## src/rtl/uart_tx_fifo_if.sv

```systemverilog
`default_nettype none
// +--------------------------------------------------------------------+
// | uart_tx_fifo_if : CPU write port and status/serial bundle          |
// | Rev 1.0                                                            |
// +--------------------------------------------------------------------+
interface uart_tx_fifo_if #(
  parameter int FIFO_DEPTH = 8
);
  localparam int LEVEL_W = $clog2(FIFO_DEPTH) + 1;

  logic               wr_en;
  logic [7:0]         wr_data;
  logic               ovf_clr;
  logic               full;
  logic               empty;
  logic [LEVEL_W-1:0] level;
  logic               overflow;
  logic               tx_busy;
  logic               tx;

  modport master (
    output wr_en, wr_data, ovf_clr,
    input  full, empty, level, overflow, tx_busy, tx
  );

  modport slave (
    input  wr_en, wr_data, ovf_clr,
    output full, empty, level, overflow, tx_busy, tx
  );
endinterface
`default_nettype wire

```

## src/rtl/uart_tx_fifo.sv

```systemverilog
`default_nettype none
// +--------------------------------------------------------------------+
// | uart_tx_fifo : byte FIFO feeding an 8N1 serial transmitter         |
// | Rev 1.0                                                            |
// +--------------------------------------------------------------------+
module uart_tx_fifo #(
  parameter int CLKS_PER_BIT = 868,
  parameter int FIFO_DEPTH   = 8
) (
  input  logic           clk,
  input  logic           rst,
  uart_tx_fifo_if.slave  bus
);
  localparam int c_addr_w  = $clog2(FIFO_DEPTH);
  localparam int c_level_w = c_addr_w + 1;
  localparam int c_baud_w  = (CLKS_PER_BIT > 1) ? $clog2(CLKS_PER_BIT) : 1;
  localparam logic [c_baud_w-1:0]  c_baud_last = c_baud_w'(CLKS_PER_BIT - 1);
  localparam logic [c_level_w-1:0] c_depth     = c_level_w'(FIFO_DEPTH);

  typedef enum logic [1:0] {
    ST_IDLE  = 2'd0,
    ST_START = 2'd1,
    ST_DATA  = 2'd2,
    ST_STOP  = 2'd3
  } state_t;

  logic [7:0]           r_mem [FIFO_DEPTH];
  logic [c_addr_w-1:0]  r_wr_ptr;
  logic [c_addr_w-1:0]  r_rd_ptr;
  logic [c_level_w-1:0] r_count;
  logic                 r_overflow;
  state_t               r_state;
  logic [c_baud_w-1:0]  r_baud;
  logic [2:0]           r_bit_idx;
  logic [7:0]           r_shift;
  logic                 r_tx;

  logic w_full;
  logic w_empty;
  logic w_push;
  logic w_pop;
  logic w_baud_done;

  assign w_full      = (r_count == c_depth);
  assign w_empty     = (r_count == '0);
  assign w_push      = bus.wr_en && !w_full;
  assign w_baud_done = (r_baud == c_baud_last);
  // The FSM takes a byte whenever it is idle or finishing a stop bit.
  assign w_pop       = !w_empty &&
                       ((r_state == ST_IDLE) || ((r_state == ST_STOP) && w_baud_done));

  always_ff @(posedge clk) begin
    if (w_push) begin
      r_mem[r_wr_ptr] <= bus.wr_data;
    end
  end

  always_ff @(posedge clk or negedge rst) begin
    if (!rst) begin
      r_wr_ptr   <= '0;
      r_rd_ptr   <= '0;
      r_count    <= '0;
      r_overflow <= 1'b0;
    end else begin
      if (w_push) begin
        r_wr_ptr <= r_wr_ptr + c_addr_w'(1);
      end
      if (w_pop) begin
        r_rd_ptr <= r_rd_ptr + c_addr_w'(1);
      end
      case ({w_push, w_pop})
        2'b10:   r_count <= r_count + c_level_w'(1);
        2'b01:   r_count <= r_count - c_level_w'(1);
        default: r_count <= r_count;
      endcase
      if (bus.wr_en && w_full) begin
        r_overflow <= 1'b1;
      end else if (bus.ovf_clr) begin
        r_overflow <= 1'b0;
      end
    end
  end

  always_ff @(posedge clk or negedge rst) begin
    if (!rst) begin
      r_state   <= ST_IDLE;
      r_baud    <= '0;
      r_bit_idx <= '0;
      r_shift   <= '0;
      r_tx      <= 1'b1;
    end else begin
      case (r_state)
        ST_IDLE: begin
          r_tx   <= 1'b1;
          r_baud <= '0;
          if (w_pop) begin
            r_shift <= r_mem[r_rd_ptr];
            r_tx    <= 1'b0;
            r_state <= ST_START;
          end
        end
        ST_START: begin
          if (w_baud_done) begin
            r_baud    <= '0;
            r_bit_idx <= '0;
            r_tx      <= r_shift[0];
            r_state   <= ST_DATA;
          end else begin
            r_baud <= r_baud + c_baud_w'(1);
          end
        end
        ST_DATA: begin
          if (w_baud_done) begin
            r_baud <= '0;
            if (r_bit_idx == 3'd7) begin
              r_tx    <= 1'b1;
              r_state <= ST_STOP;
            end else begin
              r_bit_idx <= r_bit_idx + 3'd1;
              r_shift   <= {1'b0, r_shift[7:1]};
              r_tx      <= r_shift[1];
            end
          end else begin
            r_baud <= r_baud + c_baud_w'(1);
          end
        end
        ST_STOP: begin
          if (w_baud_done) begin
            r_baud <= '0;
            if (w_pop) begin
              // Back-to-back frame: start bit follows the stop bit directly.
              r_shift <= r_mem[r_rd_ptr];
              r_tx    <= 1'b0;
              r_state <= ST_START;
            end else begin
              r_state <= ST_IDLE;
            end
          end else begin
            r_baud <= r_baud + c_baud_w'(1);
          end
        end
        default: begin
          r_state <= ST_IDLE;
          r_tx    <= 1'b1;
        end
      endcase
    end
  end

  assign bus.full     = w_full;
  assign bus.empty    = w_empty;
  assign bus.level    = r_count;
  assign bus.overflow = r_overflow;
  assign bus.tx_busy  = (r_state != ST_IDLE);
  assign bus.tx       = r_tx;
endmodule
`default_nettype wire
```

## src/flat_wrapper.sv

```systemverilog
// flat-port wrapper written by rule: the top's interface ports become plain ports
module uart_tx_fifo_flat 
#(
  parameter int CLKS_PER_BIT = 868,
  parameter int FIFO_DEPTH   = 8
)
  (clk, rst, bus_wr_en, bus_wr_data, bus_ovf_clr, bus_full, bus_empty, bus_level, bus_overflow, bus_tx_busy, bus_tx);
  uart_tx_fifo_if #(.FIFO_DEPTH(FIFO_DEPTH)) bus_i ();
  input  logic clk;
  input  logic rst;
  input wire logic [$bits(bus_i.wr_en)-1:0] bus_wr_en;
  input wire logic [$bits(bus_i.wr_data)-1:0] bus_wr_data;
  input wire logic [$bits(bus_i.ovf_clr)-1:0] bus_ovf_clr;
  output wire logic [$bits(bus_i.full)-1:0] bus_full;
  output wire logic [$bits(bus_i.empty)-1:0] bus_empty;
  output wire logic [$bits(bus_i.level)-1:0] bus_level;
  output wire logic [$bits(bus_i.overflow)-1:0] bus_overflow;
  output wire logic [$bits(bus_i.tx_busy)-1:0] bus_tx_busy;
  output wire logic [$bits(bus_i.tx)-1:0] bus_tx;
  assign bus_i.wr_en = bus_wr_en;
  assign bus_i.wr_data = bus_wr_data;
  assign bus_i.ovf_clr = bus_ovf_clr;
  assign bus_full = bus_i.full;
  assign bus_empty = bus_i.empty;
  assign bus_level = bus_i.level;
  assign bus_overflow = bus_i.overflow;
  assign bus_tx_busy = bus_i.tx_busy;
  assign bus_tx = bus_i.tx;
  uart_tx_fifo #(.CLKS_PER_BIT(CLKS_PER_BIT), .FIFO_DEPTH(FIFO_DEPTH)) u_core (.clk(clk), .rst(rst), .bus(bus_i));
endmodule
```

## config.mk

```make
export PLATFORM = sky130hd
export DESIGN_NAME = uart_tx_fifo_flat
export DESIGN_NICKNAME = d
export VERILOG_FILES = /design/src/rtl/uart_tx_fifo_if.sv /design/src/rtl/uart_tx_fifo.sv /design/src/flat_wrapper.sv
export SDC_FILE = /design/constraint.sdc
export NUM_CORES = 1
export LEC_CHECK = 0
export ABC_CLOCK_PERIOD_IN_PS = 2400
export CAP_MARGIN = 20
export CORE_ASPECT_RATIO = 0.5
export CORE_MARGIN = 2
export CORE_UTILIZATION = 30
export DETAILED_ROUTE_END_ITERATION = 8
export SLEW_MARGIN = 25
export SYNTH_ARGS = -nofsm -noshare
export SYNTH_HDL_FRONTEND = slang
export SYNTH_SLANG_ARGS = --single-unit
```

## constraint.sdc

```tcl
create_clock -name clk -period 2.4 [get_ports clk]
set_input_delay 0.48 -clock clk [delete_from_list [all_inputs] [get_ports clk]]
set_output_delay 0.48 -clock clk [all_outputs]
set_load 0.01 [all_outputs]
```

met2.png
Bar = 50 um.
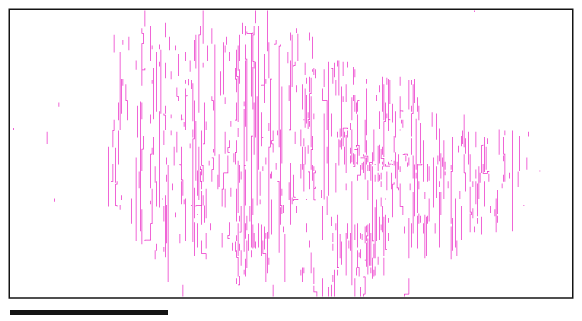
322 nets have wire on it. The layer carries 3930 um of wire.

registers.png
Other sequential cells in the stronger grey, the rest of the logic in the fainter grey.
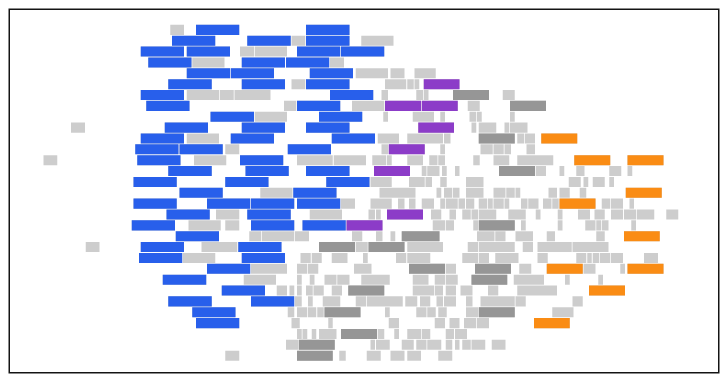
Key: orange = u_core.r_baud [placed flops 10]; purple = u_core.r_shift [placed flops 8]; blue = u_core.r_mem [placed flops 64]
Another 17 sequential cells are not coloured.

==> impl_metrics.ini <==
; synthesis and place-and-route metrics
[status]
status = complete, no violations

[final_layout]
lay_top_cells = edfxtp_1 (64), dfrtp_1 (34), buf_4 (33)
largest_reg_flops = 64
nClkBuffers = 9
diodes = 0
stdcell_area_um2 = 5530
largestClassByArea = flip-flops and latches
signal_buffers = 54

[detailed_routing]
route.met2.wl_um = 3930
dr.pass1.iters = 4
wl_met3_um = 300

[place]
portBuffers = 20

[grt]
antenna_found_initial = 0
grt_pass1_wl_um = 14000

[synth]
syn-num-nets = 333
synthArstFlopShare_pct = 35.4
synth_area_leader_cell = edfxtp_1
top_cells_by_area = edfxtp_1 (43%), dfrtp_1 (19%), mux4_2 (8.0%), ha_1 (3.6%), nand2_1 (2.1%)

[worst_setup_path]
worst-path-stages = 12
critPathTopFamily = simple AND/OR/NAND/NOR gates
cp_max_fo = 3
crit_path_start_kind = flip-flop
cp_data_arrival_time_ns = 2.60

[cts]
clkSlewWorstSetupHoldPaths_ns = 0.08
cts_tree = built

[sta]
tns_ns = 0
tightest_slew_ns = 0.818
port_nets.png
Bar = 50 um.
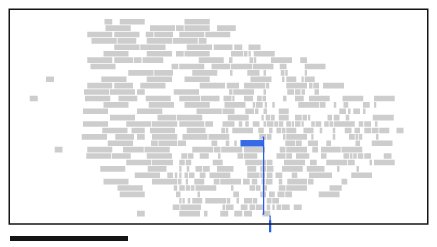
Key: blue = bus_tx [direction output, edge south, end cells 1, wire 37.4 um]

## power breakdown
group / internal, mW / switching [mW]
Sequential: 2.21 / 0.312
Combinational: 1.39 / 1.24
Clock: 0.750 / 0.714
## how the worst min path moves through the flow
stage / start / endpoint / slack [ns] / cells past startpoint
after floorplan: rst / u_core.bus.level[0] / 0.18 / 0
after global placement: u_core.r_shift[6] / u_core.r_shift[6] / 0.49 / 1
after detailed placement: u_core.r_shift[2] / u_core.r_shift[2] / 0.50 / 1
after CTS: rst / u_core.r_wr_ptr[0] / 0.25 / 1
after global routing: rst / u_core.r_wr_ptr[0] / 0.30 / 1
final: rst / u_core.r_wr_ptr[0] / 0.21 / 1
Power and IR drop assume default switching activity.
